File: config.mk
export PLATFORM = sky130hd
export DESIGN_NAME = la_i2c_host_ctrl
export DESIGN_NICKNAME = d
export VERILOG_FILES = /design/src/rtl/la_i2c_host_ctrl.sv
export SDC_FILE = /design/constraint.sdc
export NUM_CORES = 1
export LEC_CHECK = 0
export ABC_AREA = 1
export CAP_MARGIN = 5
export CORE_ASPECT_RATIO = 0.5
export CORE_UTILIZATION = 50
export DETAILED_ROUTE_END_ITERATION = 12
export GPL_TIMING_DRIVEN = 0
export PLACE_DENSITY = 0.73
export SYNTH_ARGS = -nofsm -noshare
export SYNTH_HDL_FRONTEND = slang
export SYNTH_SLANG_ARGS = --single-unit
File: constraint.sdc
create_clock -name clk -period 2.3 [get_ports clk]
set_input_delay 0.46 -clock clk [delete_from_list [all_inputs] [get_ports clk]]
set_output_delay 0.46 -clock clk [all_outputs]
set_load 0.02 [all_outputs]
File: src/rtl/la_i2c_host_ctrl.sv
// Byte-level I2C host sequencer: turns START/STOP/WRITE/READ commands into
// open-drain SCL/SDA waveforms, with clock stretching and a runtime bit rate.
module la_i2c_host_ctrl #(
   parameter int DIVW = 16
) (
   input  logic            clk,
   input  logic            nreset,
   input  logic [DIVW-1:0] clkdiv,
   input  logic            cmd_valid,
   output logic            cmd_ready,
   input  logic [1:0]      cmd_op,
   input  logic [7:0]      cmd_data,
   input  logic            cmd_nack,
   output logic            rsp_valid,
   input  logic            rsp_ready,
   output logic [7:0]      rsp_data,
   output logic            rsp_nack,
   output logic            rsp_err,
   output logic            busy,
   input  logic            i2c_scl_in,
   input  logic            i2c_sda_in,
   output logic            i2c_scl_out,
   output logic            i2c_sda_out,
   output logic            i2c_scl_oe,
   output logic            i2c_sda_oe
);

   typedef enum logic [2:0] {S_IDLE, S_START, S_STOP, S_BIT, S_RESP} state_t;

   localparam logic [1:0] OP_START = 2'd0;
   localparam logic [1:0] OP_STOP  = 2'd1;
   localparam logic [1:0] OP_WRITE = 2'd2;
   localparam logic [1:0] OP_READ  = 2'd3;

   state_t          r_state, w_state_nxt;
   logic [1:0]      r_scl_sync, r_sda_sync, r_rel_dly;
   logic [1:0]      r_op, r_phase;
   logic [7:0]      r_shift, r_rsp_data;
   logic [3:0]      r_bit;
   logic [DIVW-1:0] r_div, r_cnt;
   logic            r_cmd_nack, r_busy, r_sda_last, r_rsp_nack, r_rsp_err;
   logic            w_scl, w_sda, w_accept, w_active, w_stretch, w_phase_end, w_last;
   logic            w_scl_oe, w_sda_oe;

   assign w_scl       = r_scl_sync[1];
   assign w_sda       = r_sda_sync[1];
   assign rsp_valid   = (r_state == S_RESP);
   assign cmd_ready   = (r_state == S_IDLE) & ~rsp_valid;
   assign w_accept    = cmd_valid & cmd_ready;
   assign w_active    = (r_state == S_START) | (r_state == S_STOP) | (r_state == S_BIT);
   // A low SCL only counts as stretching once our own release has had time to
   // cross the synchronizer, so unstretched phases keep their exact length.
   assign w_stretch   = w_active & ~w_scl_oe & r_rel_dly[1] & ~w_scl;
   assign w_phase_end = w_active & ~w_stretch & (r_cnt == r_div);
   assign w_last      = w_phase_end & (r_phase == 2'd3) &
                        ((r_state != S_BIT) | (r_bit == 4'd8));

   assign rsp_data    = r_rsp_data;
   assign rsp_nack    = r_rsp_nack;
   assign rsp_err     = r_rsp_err;
   assign busy        = r_busy;
   assign i2c_scl_out = 1'b0;
   assign i2c_sda_out = 1'b0;
   assign i2c_scl_oe  = w_scl_oe;
   assign i2c_sda_oe  = w_sda_oe;

   always_ff @(posedge clk or negedge nreset) begin
      if (!nreset) r_state <= S_IDLE;
      else         r_state <= w_state_nxt;
   end

   // NOTE: every always_comb output is given a default first so no latch is inferred.
   always_comb begin
      w_state_nxt = r_state;
      case (r_state)
         S_IDLE:
            if (w_accept) begin
               case (cmd_op)
                  OP_START: w_state_nxt = S_START;
                  OP_STOP:  w_state_nxt = r_busy ? S_STOP : S_RESP;
                  default:  w_state_nxt = r_busy ? S_BIT  : S_RESP;
               endcase
            end
         S_START, S_STOP, S_BIT:
            if (w_last) w_state_nxt = S_RESP;
         S_RESP:
            if (rsp_ready) w_state_nxt = S_IDLE;
         default: w_state_nxt = S_IDLE;
      endcase
   end

   // Between commands the host parks SCL low while it owns the bus and keeps SDA.
   always_comb begin
      w_scl_oe = r_busy;
      w_sda_oe = r_sda_last;
      case (r_state)
         S_START: begin
            w_scl_oe = (r_phase == 2'd0) | (r_phase == 2'd3);
            w_sda_oe = r_phase[1];
         end
         S_STOP: begin
            w_scl_oe = (r_phase == 2'd0);
            w_sda_oe = ~r_phase[1];
         end
         S_BIT: begin
            w_scl_oe = ~r_phase[1];
            if (r_bit == 4'd8) w_sda_oe = (r_op == OP_READ)  & ~r_cmd_nack;
            else               w_sda_oe = (r_op == OP_WRITE) & ~r_shift[7];
         end
         default: ;
      endcase
   end

   // NOTE: sequential state uses non-blocking assignments only.
   always_ff @(posedge clk or negedge nreset) begin
      if (!nreset) begin
         r_scl_sync <= 2'b11;
         r_sda_sync <= 2'b11;
         r_rel_dly  <= 2'b11;
         r_op       <= OP_START;
         r_phase    <= 2'd0;
         r_shift    <= 8'd0;
         r_bit      <= 4'd0;
         r_div      <= '0;
         r_cnt      <= '0;
         r_cmd_nack <= 1'b0;
         r_busy     <= 1'b0;
         r_sda_last <= 1'b0;
         r_rsp_data <= 8'd0;
         r_rsp_nack <= 1'b0;
         r_rsp_err  <= 1'b0;
      end else begin
         r_scl_sync <= {r_scl_sync[0], i2c_scl_in};
         r_sda_sync <= {r_sda_sync[0], i2c_sda_in};
         r_rel_dly  <= {r_rel_dly[0], ~w_scl_oe};
         r_sda_last <= w_sda_oe;
         if (w_accept) begin
            r_op       <= cmd_op;
            r_shift    <= cmd_data;
            r_cmd_nack <= cmd_nack;
            r_div      <= clkdiv;
            r_cnt      <= '0;
            r_bit      <= 4'd0;
            r_phase    <= ((cmd_op == OP_START) & ~r_busy) ? 2'd2 : 2'd0;
            r_rsp_data <= 8'd0;
            r_rsp_nack <= 1'b0;
            r_rsp_err  <= cmd_op[1] & ~r_busy;
            if (cmd_op == OP_START) r_busy <= 1'b1;
         end else if (w_phase_end) begin
            r_cnt   <= '0;
            r_phase <= r_phase + 2'd1;
            if ((r_state == S_BIT) && (r_phase == 2'd2)) begin
               if ((r_op == OP_READ) && !r_bit[3]) r_rsp_data <= {r_rsp_data[6:0], w_sda};
               if ((r_op == OP_WRITE) && r_bit[3])  r_rsp_nack <= w_sda;
            end
            if ((r_state == S_BIT) && (r_phase == 2'd3)) begin
               r_bit   <= r_bit + 4'd1;
               r_shift <= {r_shift[6:0], 1'b0};
            end
            if ((r_state == S_STOP) && (r_phase == 2'd3)) r_busy <= 1'b0;
         end else if (w_active && !w_stretch) begin
            r_cnt <= r_cnt + DIVW'(1);
         end
      end
   end

endmodule

Figure 1. Gate-type map.
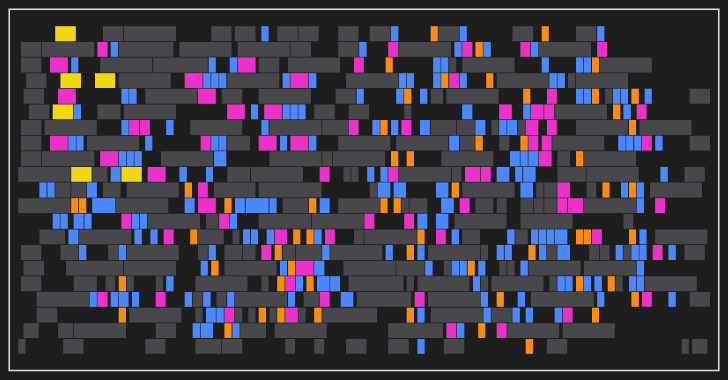
[inverters] orange | cells: 58
[inverting AOI/OAI gates] magenta | cells: 70 | where: all over the die
[multiplexers] yellow | cells: 6 | where: north-west
[NAND gates] blue | cells: 182 | where: all over the die
non-filler cells in the finished layout: 623
most common logic cell in the routed design: sky130_fd_sc_hd__nand2_1
share of the final layout cell area in multi-input gates: 0.352

Figure 2. Clock distribution.
Scale bar: 20 um.
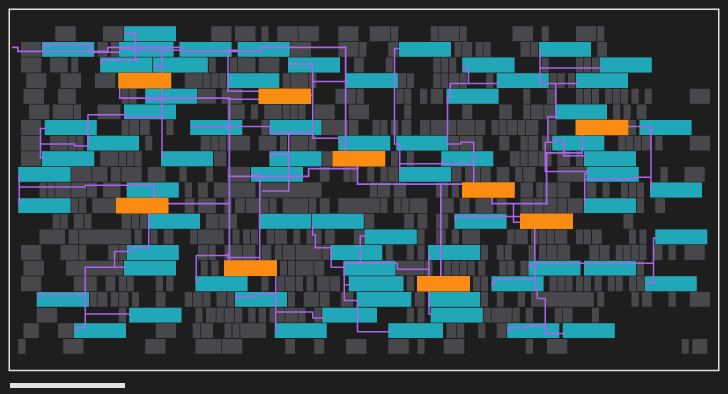
[clock drivers] orange | count: 9
[flip-flops] cyan | count: 70
[clock wires] purple | length: 955 um
routed clock nets: 10

Figure 3. Drive-strength map.
Scale bar: 20 um.
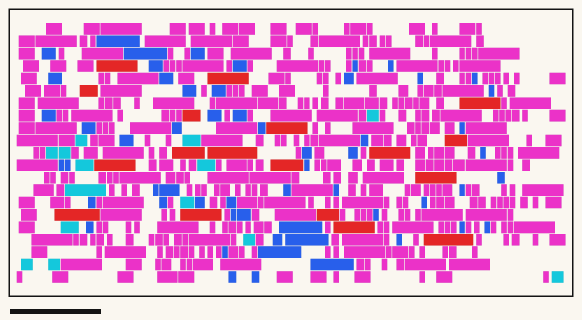
[_6 and larger] red | cells: 18 | share: 3.4% | most used: clkbuf_16
[_2 cells] blue | cells: 57 | share: 11% | most used: inv_2
[_3 and _4 cells] cyan | cells: 14 | share: 2.6% | most used: buf_4
[_0 and _1 cells] magenta | cells: 442 | share: 83% | most used: nand2_1

==> datasheet_impl.txt <==
Physical design parameters

Parameter                              Value

Global routing
  Total track usage .................. 0.242
  Vias in the first global route .................. 3064
  Number of antenna violations at the first check in global routing .................. 0
  Wire length of the first global-routing pass .................. 14300 um

Floorplan
  Core area .................. 0.00688 mm2
  Cell row count .................. 21
  Total die size .................. 0.00771 mm2
  I/O pin count .................. 50

Critical path
  Slowest cell delay on critical path .................. 0.39 ns
  Required @ worst endpoint .................. 1.84 ns
  Critical path type .................. reg2out
  Cell with the largest stage delay on the worst path .................. sky130_fd_sc_hd__dfrtp_1
  Worst setup path startpoint .................. r_bit[1]
  Crit path launch type .................. flop
  Most common cell type on the critical path .................. sky130_fd_sc_hd__inv_2

Synthesis
  Cell count in the Yosys report .................. 461
  Synth Instances .................. 461
  Netlist area before placement .................. 0.00367 mm2
  Synth cell count leaders .................. sky130_fd_sc_hd__nand2_1 (148), sky130_fd_sc_hd__dfrtp_1 (64), sky130_fd_sc_hd__inv_1 (41)
  Top area contributor share .................. 0.436
  Main flop type .................. sky130_fd_sc_hd__dfrtp_1
  Number of register bits inferred by synthesis .................. 70
  Sequential share of the synthesized area .................. 0.479
  Main area contributors .................. sky130_fd_sc_hd__dfrtp_1 (44%), sky130_fd_sc_hd__nand2_1 (15%), sky130_fd_sc_hd__o21ai_0 (5.2%), sky130_fd_sc_hd__dfstp_2 (4.3%), sky130_fd_sc_hd__inv_1 (4.2%)
  Cell type with the largest total area after synthesis .................. sky130_fd_sc_hd__dfrtp_1

Routing
  Final wirelength .................. 8070 um
  Number of nets with antenna violations after detailed routing .................. 0
  Detailed-route vias per instance .................. 5.09

STA
  Final worst setup slack .................. 0.0572 ns
  Count of final hold-check violations .................. 0

Run status
  Status .................. finished clean

Placed design
  Detail Placement HPWL .................. 5600 um

Job
  Number of warnings in the stage logs .................. 31
  Maxcap violations .................. 0

Clock network
  Clock-pin slew on the worst setup and hold paths .................. 0.06 ns
  Clock net sink count .................. 70

Power
  Switching power total .................. 1940 uW

Worst hold path
  Type of the most critical hold path .................. reg2reg
Figure 4. Register map, names as in the netlist.
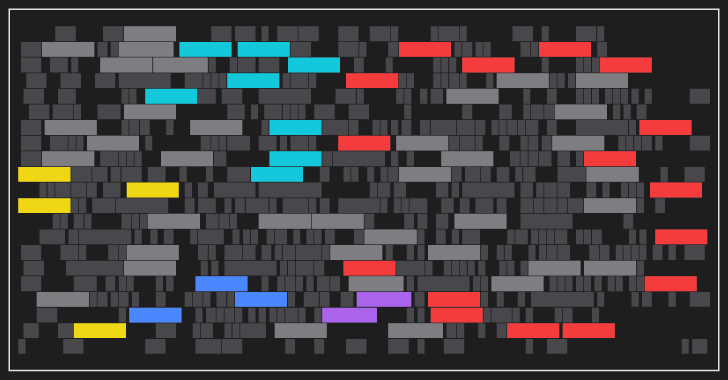
[`r_bit`] yellow | placed flops: 4 | where: west
[`r_state`] blue | placed flops: 3
[`r_div`] red | placed flops: 16
[`rsp_data`] cyan | placed flops: 8
[`r_rel_dly`] purple | placed flops: 2
not coloured: 37
sequential cell power: 1800 uW
fraction of standard cell area that is sequential: 0.375
storage element area: 0.00176 mm2

Figure 5. Clock routing.
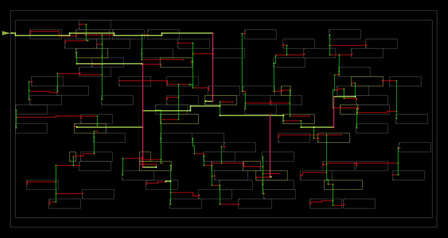
clk_buf instances: 11
TritonCTS buffer count: 9

final timing paths:
check | endpoint | slack (ns) | depth (start not counted)
max in group asynchronous | r_rel_dly[0] | 1.30 | 3
hold reg to reg | r_rel_dly[1] | 0.35 | 0
hold / removal | r_rel_dly[1] | 0.35 | 0
setup / recovery | i2c_sda_oe | 0.06 | 9
min in group asynchronous | rsp_err | 0.46 | 2
setup reg to reg | r_op[0] | 0.21 | 8
layer usage:
metal  track usage  up-vias
li1              -     1611
met1         0.339     1483
met2         0.366       70
met3        0.0684       10
met4        0.0648        0
met5             0        -
cells by family after synthesis:
group	Yosys count	synth area share
mux	6	0.0163
xor+xnor	6	0.0143
simple gates	229	0.273
compound gates	70	0.113
fa+ha+maj	6	0.0204
flops	70	0.479
buf+inv	73	0.0828
other cells	1	0.00102
what timing repair did:
action | CTS | global route
gates cloned | 0 | 0
endpoints found under the hold margin | 1 | 0
setup endpoints to repair | 2 | 4
pin swaps | 2 | 5
setup buffers | 3 | 1
resized | 10 | 12
hold buffers | 1 | 0
cells in the final DEF (no fill, tap or decap), types with 3 or more instances in the layout:
cell type                         instances
sky130_fd_sc_hd__a31oi_1                  4
sky130_fd_sc_hd__nand4_1                 10
sky130_fd_sc_hd__o22ai_1                  3
sky130_fd_sc_hd__a21oi_1                  5
sky130_fd_sc_hd__buf_4                    7
sky130_fd_sc_hd__clkdlybuf4s50_1         42
sky130_fd_sc_hd__nor2_2                   3
sky130_fd_sc_hd__dfstp_2                  6
sky130_fd_sc_hd__nand3_1                 19
sky130_fd_sc_hd__o21ai_2                 14
sky130_fd_sc_hd__o21ai_0                 37
sky130_fd_sc_hd__buf_2                    7
sky130_fd_sc_hd__nor2_1                  24
sky130_fd_sc_hd__dfrtp_1                 64
sky130_fd_sc_hd__nand2_1                147
sky130_fd_sc_hd__nor4_1                   5
sky130_fd_sc_hd__clkbuf_1                 5
sky130_fd_sc_hd__ha_1                     5
sky130_fd_sc_hd__clkbuf_16                9
sky130_fd_sc_hd__nand2_2                  4
sky130_fd_sc_hd__xor2_1                   5
sky130_fd_sc_hd__o21ai_1                  4
sky130_fd_sc_hd__nor3_1                   9
sky130_fd_sc_hd__inv_2                   20
sky130_fd_sc_hd__inv_1                   38
sky130_fd_sc_hd__mux2i_1                  6
state kept, by name, summed over array words and instances (netlist names), 2 cells and up:
| register | flops |
|---|---|
| r_cnt | 16 |
| r_div | 16 |
| r_phase | 2 |
| r_op | 2 |
| r_shift | 8 |
| r_scl_sync | 2 |
| r_bit | 4 |
| r_rel_dly | 2 |
| rsp_data | 8 |
| r_state | 3 |
| r_sda_sync | 2 |
power by group through the flow:
stage | Clock, uW | Sequential (uW) | Combinational, uW
floorplan | 0 | 1810 | 1260
global placement | 0 | 1820 | 1780
detailed placement | 0 | 1820 | 1830
CTS | 1550 | 1800 | 1860
global route | 1620 | 1850 | 2130
finish | 1550 | 1800 | 1840
layout make-up:
class / count / area [um2]
clock buffer: 11 / 253
multi-input combinational: 319 / 1650
tap: 92 / 115
timing repair buffer: 53 / 531
clock inverter: 5 / 81.3
inverter: 58 / 218
buffer: 15 / 86.3
sequential: 70 / 1760
fill: 587 / 2190
Power is estimated from default activity; no workload was simulated.
